**src/rtl/runway_pkg.sv**
```systemverilog
// Shared scheduler state encoding and default sizing for the runway scheduler.
package runway_pkg;

  typedef enum logic [1:0] {
    S_IDLE    = 2'd0,
    S_LANDING = 2'd1,
    S_TAKEOFF = 2'd2
  } sched_state_t;

  localparam int DEF_QUEUE_DEPTH     = 4;
  localparam int DEF_ID_W            = 4;
  localparam int DEF_LAND_CYCLES     = 5;
  localparam int DEF_TAKEOFF_CYCLES  = 3;
  localparam int DEF_MAX_CONSEC_LAND = 3;

endpackage

```
**src/rtl/runway_queue.sv**
```systemverilog
// Synchronous FIFO for flight requests; push is dropped when full, pop ignored when empty.
module runway_queue
  import runway_pkg::*;
#(
  parameter int DEPTH = DEF_QUEUE_DEPTH,
  parameter int W     = DEF_ID_W
) (
  input  logic                    CLK,
  input  logic                    RST,
  input  logic                    push,
  input  logic                    pop,
  input  logic                    flush,
  input  logic [W-1:0]            din,
  output logic [W-1:0]            dout,
  output logic [$clog2(DEPTH):0]  count,
  output logic                    full,
  output logic                    empty
);

  localparam int AW = $clog2(DEPTH);

  logic [W-1:0]  mem_r [DEPTH];
  logic [AW-1:0] rd_ptr_r;
  logic [AW-1:0] wr_ptr_r;
  logic [AW:0]   count_r;
  logic          do_push_s;
  logic          do_pop_s;

  assign full      = (count_r == (AW+1)'(DEPTH));
  assign empty     = (count_r == {(AW+1){1'b0}});
  assign do_push_s = push && !full;
  assign do_pop_s  = pop && !empty;
  assign dout      = mem_r[rd_ptr_r];
  assign count     = count_r;

  // Pointer and occupancy bookkeeping; flush discards everything, including a same-edge push.
  always_ff @(posedge CLK) begin
    if (RST) begin
      rd_ptr_r <= {AW{1'b0}};
      wr_ptr_r <= {AW{1'b0}};
      count_r  <= {(AW+1){1'b0}};
    end else if (flush) begin
      rd_ptr_r <= {AW{1'b0}};
      wr_ptr_r <= {AW{1'b0}};
      count_r  <= {(AW+1){1'b0}};
    end else begin
      if (do_push_s) wr_ptr_r <= wr_ptr_r + AW'(1);
      if (do_pop_s)  rd_ptr_r <= rd_ptr_r + AW'(1);
      case ({do_push_s, do_pop_s})
        2'b10:   count_r <= count_r + (AW+1)'(1);
        2'b01:   count_r <= count_r - (AW+1)'(1);
        default: count_r <= count_r;
      endcase
    end
  end

  // Entry storage.
  always_ff @(posedge CLK) begin
    if (do_push_s && !flush) mem_r[wr_ptr_r] <= din;
  end

endmodule

```
**src/rtl/runway_scheduler.sv**
```systemverilog
// Arbitrates the single runway between landing and takeoff queues with weather/emergency gating.
module runway_scheduler
  import runway_pkg::*;
#(
  parameter int QUEUE_DEPTH     = DEF_QUEUE_DEPTH,
  parameter int ID_W            = DEF_ID_W,
  parameter int LAND_CYCLES     = DEF_LAND_CYCLES,
  parameter int TAKEOFF_CYCLES  = DEF_TAKEOFF_CYCLES,
  parameter int MAX_CONSEC_LAND = DEF_MAX_CONSEC_LAND
) (
  input  logic                         CLK,
  input  logic                         RST,
  input  logic                         severe_weather,
  input  logic                         emergency_landing_alert,
  input  logic                         land_req,
  input  logic [ID_W-1:0]              land_id,
  input  logic                         takeoff_req,
  input  logic [ID_W-1:0]              takeoff_id,
  output logic                         land_accepted,
  output logic                         land_rejected,
  output logic                         takeoff_accepted,
  output logic                         takeoff_rejected,
  output logic                         grant_valid,
  output logic [ID_W-1:0]              grant_id,
  output logic                         grant_is_landing,
  output logic                         runway_busy,
  output logic [1:0]                   sched_state,
  output logic                         emergency_mode,
  output logic [$clog2(QUEUE_DEPTH):0] land_count,
  output logic [$clog2(QUEUE_DEPTH):0] takeoff_count
);

  localparam int MAX_OCC = (LAND_CYCLES > TAKEOFF_CYCLES) ? LAND_CYCLES : TAKEOFF_CYCLES;
  localparam int TW      = $clog2(MAX_OCC + 1);
  localparam int CLW     = $clog2(MAX_CONSEC_LAND + 1);

  sched_state_t    state_r, state_n;
  logic [TW-1:0]   timer_r, timer_n;
  logic [CLW-1:0]  consec_r, consec_n;
  logic            emergency_mode_r;
  logic            land_accepted_r, land_rejected_r;
  logic            takeoff_accepted_r, takeoff_rejected_r;
  logic            grant_valid_r, grant_is_landing_r, runway_busy_r;
  logic [ID_W-1:0] grant_id_r;

  logic            grant_land_s, grant_to_s, to_ok_s, to_push_s;
  logic            land_full_s, land_empty_s, to_full_s, to_empty_s;
  logic [ID_W-1:0] land_head_s, to_head_s;

  // A takeoff request racing an emergency alert is refused, matching the same-edge flush.
  assign to_push_s = takeoff_req && !to_full_s && !emergency_mode_r && !emergency_landing_alert;
  assign to_ok_s   = !to_empty_s && !emergency_mode_r && !emergency_landing_alert && !severe_weather;

  runway_queue #(.DEPTH(QUEUE_DEPTH), .W(ID_W)) u_land_q (
    .CLK(CLK), .RST(RST), .push(land_req), .pop(grant_land_s), .flush(1'b0),
    .din(land_id), .dout(land_head_s), .count(land_count),
    .full(land_full_s), .empty(land_empty_s)
  );

  runway_queue #(.DEPTH(QUEUE_DEPTH), .W(ID_W)) u_takeoff_q (
    .CLK(CLK), .RST(RST), .push(to_push_s), .pop(grant_to_s), .flush(emergency_landing_alert),
    .din(takeoff_id), .dout(to_head_s), .count(takeoff_count),
    .full(to_full_s), .empty(to_empty_s)
  );

  // Arbitration, occupancy timer and consecutive-landing tracking.
  always_comb begin
    state_n      = state_r;
    timer_n      = timer_r;
    consec_n     = consec_r;
    grant_land_s = 1'b0;
    grant_to_s   = 1'b0;
    case (state_r)
      S_IDLE: begin
        if (to_ok_s && (consec_r == CLW'(MAX_CONSEC_LAND))) begin
          grant_to_s = 1'b1;
          state_n    = S_TAKEOFF;
          timer_n    = TW'(TAKEOFF_CYCLES - 1);
          consec_n   = {CLW{1'b0}};
        end else if (!land_empty_s) begin
          grant_land_s = 1'b1;
          state_n      = S_LANDING;
          timer_n      = TW'(LAND_CYCLES - 1);
          if (to_empty_s) begin
            consec_n = {CLW{1'b0}};
          end else if (consec_r == CLW'(MAX_CONSEC_LAND)) begin
            consec_n = consec_r;
          end else begin
            consec_n = consec_r + CLW'(1);
          end
        end else if (to_ok_s) begin
          grant_to_s = 1'b1;
          state_n    = S_TAKEOFF;
          timer_n    = TW'(TAKEOFF_CYCLES - 1);
          consec_n   = {CLW{1'b0}};
        end else begin
          state_n = S_IDLE;
        end
      end
      S_LANDING, S_TAKEOFF: begin
        if (timer_r == {TW{1'b0}}) begin
          state_n = S_IDLE;
        end else begin
          timer_n = timer_r - TW'(1);
        end
      end
      default: begin
        state_n = S_IDLE;
        timer_n = {TW{1'b0}};
      end
    endcase
  end

  // State and registered outputs.
  always_ff @(posedge CLK) begin
    if (RST) begin
      state_r            <= S_IDLE;
      timer_r            <= {TW{1'b0}};
      consec_r           <= {CLW{1'b0}};
      emergency_mode_r   <= 1'b0;
      land_accepted_r    <= 1'b0;
      land_rejected_r    <= 1'b0;
      takeoff_accepted_r <= 1'b0;
      takeoff_rejected_r <= 1'b0;
      grant_valid_r      <= 1'b0;
      grant_id_r         <= {ID_W{1'b0}};
      grant_is_landing_r <= 1'b0;
      runway_busy_r      <= 1'b0;
    end else begin
      state_r            <= state_n;
      timer_r            <= timer_n;
      consec_r           <= consec_n;
      emergency_mode_r   <= emergency_mode_r | emergency_landing_alert;
      land_accepted_r    <= land_req && !land_full_s;
      land_rejected_r    <= land_req && land_full_s;
      takeoff_accepted_r <= to_push_s;
      takeoff_rejected_r <= takeoff_req && !to_push_s;
      grant_valid_r      <= grant_land_s || grant_to_s;
      runway_busy_r      <= (state_n != S_IDLE);
      if (grant_land_s) begin
        grant_id_r         <= land_head_s;
        grant_is_landing_r <= 1'b1;
      end else if (grant_to_s) begin
        grant_id_r         <= to_head_s;
        grant_is_landing_r <= 1'b0;
      end
    end
  end

  assign land_accepted    = land_accepted_r;
  assign land_rejected    = land_rejected_r;
  assign takeoff_accepted = takeoff_accepted_r;
  assign takeoff_rejected = takeoff_rejected_r;
  assign grant_valid      = grant_valid_r;
  assign grant_id         = grant_id_r;
  assign grant_is_landing = grant_is_landing_r;
  assign runway_busy      = runway_busy_r;
  assign sched_state      = state_r;
  assign emergency_mode   = emergency_mode_r;

endmodule

```
**config.mk**
```make
export PLATFORM = sky130hd
export DESIGN_NAME = runway_scheduler
export DESIGN_NICKNAME = d
export VERILOG_FILES = /design/src/rtl/runway_pkg.sv /design/src/rtl/runway_queue.sv /design/src/rtl/runway_scheduler.sv
export SDC_FILE = /design/constraint.sdc
export NUM_CORES = 1
export LEC_CHECK = 0
export CAP_MARGIN = 25
export CORE_UTILIZATION = 45
export DETAILED_ROUTE_END_ITERATION = 10
export GPL_TIMING_DRIVEN = 0
export PLACE_DENSITY = 0.64
export SLEW_MARGIN = 25
export SYNTH_ARGS = -nofsm -noshare
export SYNTH_HDL_FRONTEND = slang
export SYNTH_SLANG_ARGS = --single-unit
```
**constraint.sdc**
```tcl
create_clock -name CLK -period 5.4 [get_ports CLK]
set_input_delay 1.08 -clock CLK [delete_from_list [all_inputs] [get_ports CLK]]
set_output_delay 1.08 -clock CLK [all_outputs]
set_load 0.02 [all_outputs]
```
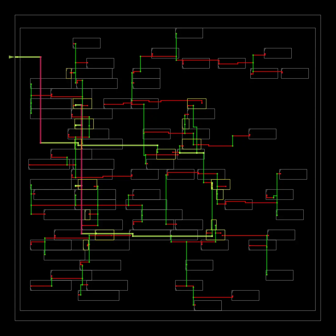
**Above:** run 1 (clock routing).
clock tree sinks: 69
Fin Clk Skew: 0.00796 ns
clk latency late pin: 0.33 ns
clock group power: 0.340 mW
CTS Buf Count: 9

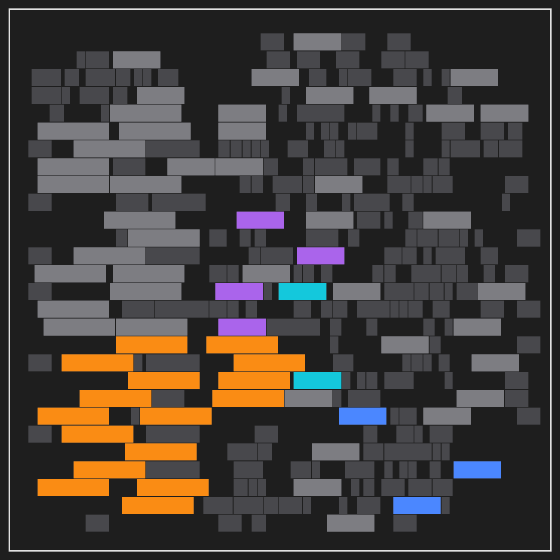
**Above:** run 1 (sequential cells colored by netlist name).
Other sequential cells in the stronger gray, the rest of the logic in the fainter gray.
purple -> `grant_id`  # placed flops 4, where middle
blue -> `u_land_q.count`  # placed flops 3
cyan -> `u_land_q.rd_ptr_r`  # placed flops 2
orange -> `u_land_q.mem_r`  # placed flops 16
not colored = 44

==> summary.txt, run 1 <==
flow finished, numbers: GR Util All Layers 0.168, synthesized area per cell around 12 um^2, area leader, netlist edfxtp_1, Worst setup EP type flip-flop, num ports 34, RSZ-0062 raised after global routing false, Period minus WS final between 3 and 4 ns, Syn Std Cell Area 2910 um^2, asr flop ratio synth 0, global route overflow 0, cell resize tally after clock tree synthesis 0, Worst-path clk slew 0.07 ns, Longest Clk Path Bufs 2, H-tree levels 3, number of enable flip-flop cells 32, crit path DAT slightly below 4 ns, VDD IR max approximately 220 uV, vias 1829, Yosys chip area slightly below 3000 um^2, Crit path required time ~5.7 ns, CP max-delay cell nor3_1, vias in the first global route around 1800, buffers added on ports 32, wirelength, routed 4910 um, Final Cycle Share 0.666, core footprint between 6000 and 7000 um^2, ys cells between 200 and 250, drt pass-1 iters 4, worst hold margin 0.477 ns, crit path cell chain clkdlybuf4s50_1 > nor3_1 > o2111ai_2 > clkinv_1 > ha_1 > inv_1 > fa_1 > xor2_1 > or3_1 > a21oi_1, Slew @ Worst Pin between 0.5 and 0.6 ns, Post-CTS Setup Bufs 0, status finished clean, antenna violations before repair 0, hpwl dp between 3000 and 4000 um, critical path class input port to flip-flop, area growth from synthesis to layout 19.5%, nets ~310, Rows 28, Fmax 278 MHz, Max Cap Viol 0, hold buffers post-CTS 0, leakage power about 1.2 nW, prevailing post-synth register cell dfxtp_1, initial core utilization 0.480
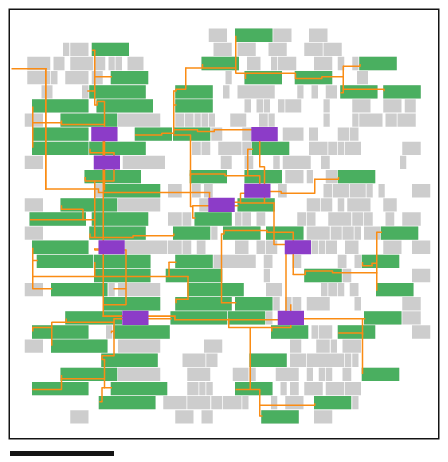
**Above:** run 1 (clock network drawn from the DEF).
Bar = 20 um.
green -> flip-flops  # count 69
orange -> clock wires  # length 791 um
purple -> cells driving clock nets  # count 9
routed clock nets = 10

==> run 1: layout make-up <==
type,instances,area (um^2),area share
Tap cell,75,93.8,0.0270
Timing Repair Buffer,32,320,0.0922
Sequential cell,69,1700,0.490
Clock buffer,13,139,0.0400
Buffer,4,15.0,0.00432
Multi-Input combinational cell,141,1100,0.318
Clock inverter,3,15.0,0.00432
Inverter,23,86.3,0.0248
==> run 1: path summary, 6_finish.rpt <==
path	start	end	slack [ns]	depth (start not counted)
setup reg to reg	u_takeoff_q.count[2]	u_land_q.count[2]	2.62	9
hold / removal	grant_id[0]	grant_id[0]	0.48	2
setup / recovery	severe_weather	u_takeoff_q.count[2]	1.80	10
hold reg to reg	grant_id[0]	grant_id[0]	0.48	2
==> run 1: flip-flops by register name, summed over array words and instances, names as in the netlist, 3 cells and up, named ones only <==
name and flops:
grant_id 4, u_takeoff_q.mem_r 16, u_land_q.count 3, u_takeoff_q.count 3
u_land_q.mem_r 16, timer_r 3
==> run 1: critical path, delay by kind of cell <==
kind,cells,cell delay (ns)
and+or+nand+nor,2,0.77
buffers and inverters,3,0.76
adders and majority gates,2,0.59
AOI/OAI and AO/OA,2,0.49
xor gates and xnor gates,1,0.16
==> run 1: per-stage QoR <==
step / setup WS, ns / total power, mW / util / std cells / area (um^2)
final: 1.80 / 1.50 / 0.573 / 360 / 3480
after global routing: 1.66 / 1.60 / 0.573 / 360 / 3480
after CTS: 1.83 / 1.51 / 0.573 / 360 / 3480
after detailed placement: 1.50 / 1.17 / 0.548 / 344 / 3320
after global placement: 1.56 / 1.16 / 0.548 / 344 / 3320
after floorplan: 2.31 / 1.01 / - / 237 / 2910
==> run 1: placed cells by master (no fill, tap or decap), types with 2 or more instances in the layout <==
master           instances
dfxtp_1                 37
clkdlybuf4s50_1         32
edfxtp_1                32
nor2_1                  24
inv_1                   21
a21oi_1                 20
ha_1                    15
clkbuf_8                 9
and2_1                   8
mux4_2                   8
clkbuf_1                 8
o21ai_0                  8
or3_1                    6
xor2_1                   5
a22oi_1                  4
nand3_1                  4
nand2_1                  4
nand2b_1                 4
mux2i_1                  4
xnor2_1                  3
clkinv_2                 3
nor3_1                   2
or2_2                    2
nor3b_1                  2
fa_1                     2
==> run 1: where the power goes <==
part	switching [mW]	internal, mW	total, mW
sequential	0.0546	0.622	0.676
clock	0.175	0.165	0.340
combinational	0.263	0.220	0.483
total	0.493	1.01	1.50
==> run 1: logic make-up (layout without fill, tap and decap cells) <==
kind of cell	Yosys count	after routing	share of synthesized area
buffers and inverters	27	75	0.0349
DFF	69	69	0.585
and+or+nand+nor	63	63	0.114
muxes	12	12	0.0757
adders and majority gates	17	17	0.0783
xor gates and xnor gates	8	8	0.0241
AOI/OAI and AO/OA	41	41	0.0882
==> run 1: layer usage <==
metal	global-route usage	share of wire	up-vias
met1	0.219	0.48	862
li1	-	-	929
met4	0.0737	0.012	0
met3	0.0363	0.033	6
met2	0.269	0.47	32
met5	0	0	-
==> run 1 -> run 2 <==
==> constraint.sdc (replaced) <==
create_clock -name CLK -period 3.4 [get_ports CLK]
set_input_delay 0.68 -clock CLK [delete_from_list [all_inputs] [get_ports CLK]]
set_output_delay 0.68 -clock CLK [all_outputs]
set_load 0.02 [all_outputs]
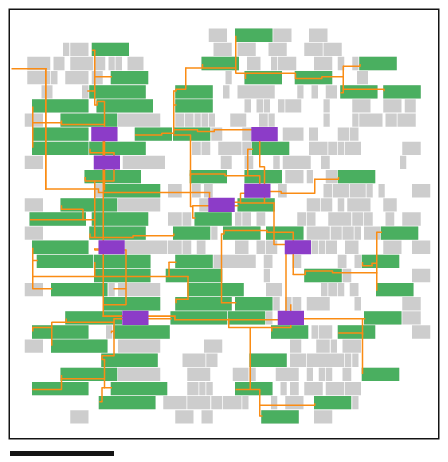
**Above:** run 2 (clock network drawn from the DEF).
Bar = 20 um.
purple -> cells driving clock nets  # count 9
orange -> clock wires  # length 791 um
green -> flip-flops  # count 69
routed clock nets = 10
flops lie = all over the die

==> summary.txt, run 2 <==
flow finished, numbers: status finished clean (unchanged), P_sw 0.783 mW (was 0.493 mW), vias 1829 (unchanged), hold buffers post-CTS 0 (unchanged), Worst setup EP type flip-flop (unchanged), clk latency late pin 0.33 ns (about the same), most common logic cells in the final layout dfxtp_1, clkdlybuf4s50_1, edfxtp_1, nor2_1, inv_1 (unchanged), leakage power 1.22 nW (unchanged), hpwl dp 3550 um (unchanged), cell resize tally after clock tree synthesis 0 (unchanged), post-layout util 0.573 (unchanged), initial core utilization 0.480 (unchanged), drt pass-1 iters 4 (unchanged), Worst-path clk slew 0.07 ns (about the same), Post-CTS Setup Bufs 0 (unchanged), ys cells 237 (unchanged), area leader, netlist edfxtp_1 (unchanged), vias in the first global route 1754 (unchanged), P_int 1.60 mW (was 1.01 mW), prevailing post-synth register cell dfxtp_1 (unchanged), synthesized area per cell 12.3 um^2 (unchanged), CP Buf/Inv Count 3 (unchanged), post-route setup slack 0.204 ns (was 1.80 ns), pre-CTS setup slack -0.104 ns (was 1.50 ns), antenna violations before repair 0 (unchanged), VDD IR max 349 uV (was 220 uV), number of enable flip-flop cells 32 (unchanged), critical path class input port to flip-flop (unchanged), wirelength, routed 4910 um (unchanged), family with the most delay on the worst path simple AND/OR/NAND/NOR gates (unchanged), Logic pwr share 0.322 (about the same), num ports 34 (unchanged), clock tree sinks 69 (unchanged), Fmax 313 MHz, H-tree levels 3 (unchanged)
run 2: path summary, 6_finish.rpt:
check / start / end / slack (ns) / depth (start not counted)
max: severe_weather / u_takeoff_q.count[2] / 0.20 / 10
min: grant_id[0] / grant_id[0] / 0.48 / 2
max reg2reg: u_takeoff_q.count[2] / u_land_q.count[2] / 0.62 / 9
min reg2reg: grant_id[0] / grant_id[0] / 0.48 / 2
run 2: tightest hold or removal path, cell delays in order, from the launching register on:
cell and delay, ns:
dfxtp_1 0.31, nand3_1 0.06, a21oi_1 0.06
run 2: power groups by stage:
stage	combinational (mW)	clock, mW	sequential (mW)
final	0.767	0.540	1.07
after global routing	0.862	0.592	1.09
after CTS	0.770	0.554	1.08
after detailed placement	0.766	0	1.09
after global placement	0.758	0	1.09
after floorplan	0.456	0	1.15
run 2: layer usage:
layer	GRT usage	vias up	routed length (um)	share of wire
met5	0	-	0	0
met4	0.0737	0	57	0.012
met3	0.0363	6	163	0.033
met2	0.269	32	2330	0.47
met1	0.219	862	2360	0.48
li1	-	929	-	-
run 2: final cells by class:
cell class                      instances  area [um^2]  share of cell area
Buffer                                  4         15.0             0.00432
Clock buffer                           13          139              0.0400
Clock inverter                          3         15.0             0.00432
Inverter                               23         86.3              0.0248
Multi-Input combinational cell        141         1100               0.318
Sequential cell                        69         1700               0.490
Tap cell                               75         93.8              0.0270
Timing Repair Buffer                   32          320              0.0922
run 2: cells by family after synthesis:
family / after synthesis / synth area share
AND-OR/OR-AND: 41 / 0.0882
XOR/XNOR: 8 / 0.0241
multiplexers: 12 / 0.0757
AND/OR/NAND/NOR: 63 / 0.114
adder cells (fa/ha/maj): 17 / 0.0783
buffers and inverters: 27 / 0.0349
flip-flops: 69 / 0.585
run 2: stage by stage:
| stage | hold WS (ns) | TNS (ns) | instance area, um^2 | power, mW |
|---|---|---|---|---|
| 2_1_floorplan | 0.454 | 0 | 2910 | 1.60 |
| 3_3_place_gp | 0.466 | -0.0420 | 3320 | 1.85 |
| 3_5_place_dp | 0.469 | -0.104 | 3320 | 1.86 |
| 4_1_cts | 0.479 | 0 | 3480 | 2.40 |
| 5_1_grt | 0.499 | 0 | 3480 | 2.54 |
| 6_report | 0.477 | 0 | 3480 | 2.38 |
Power and IR drop assume default switching activity.
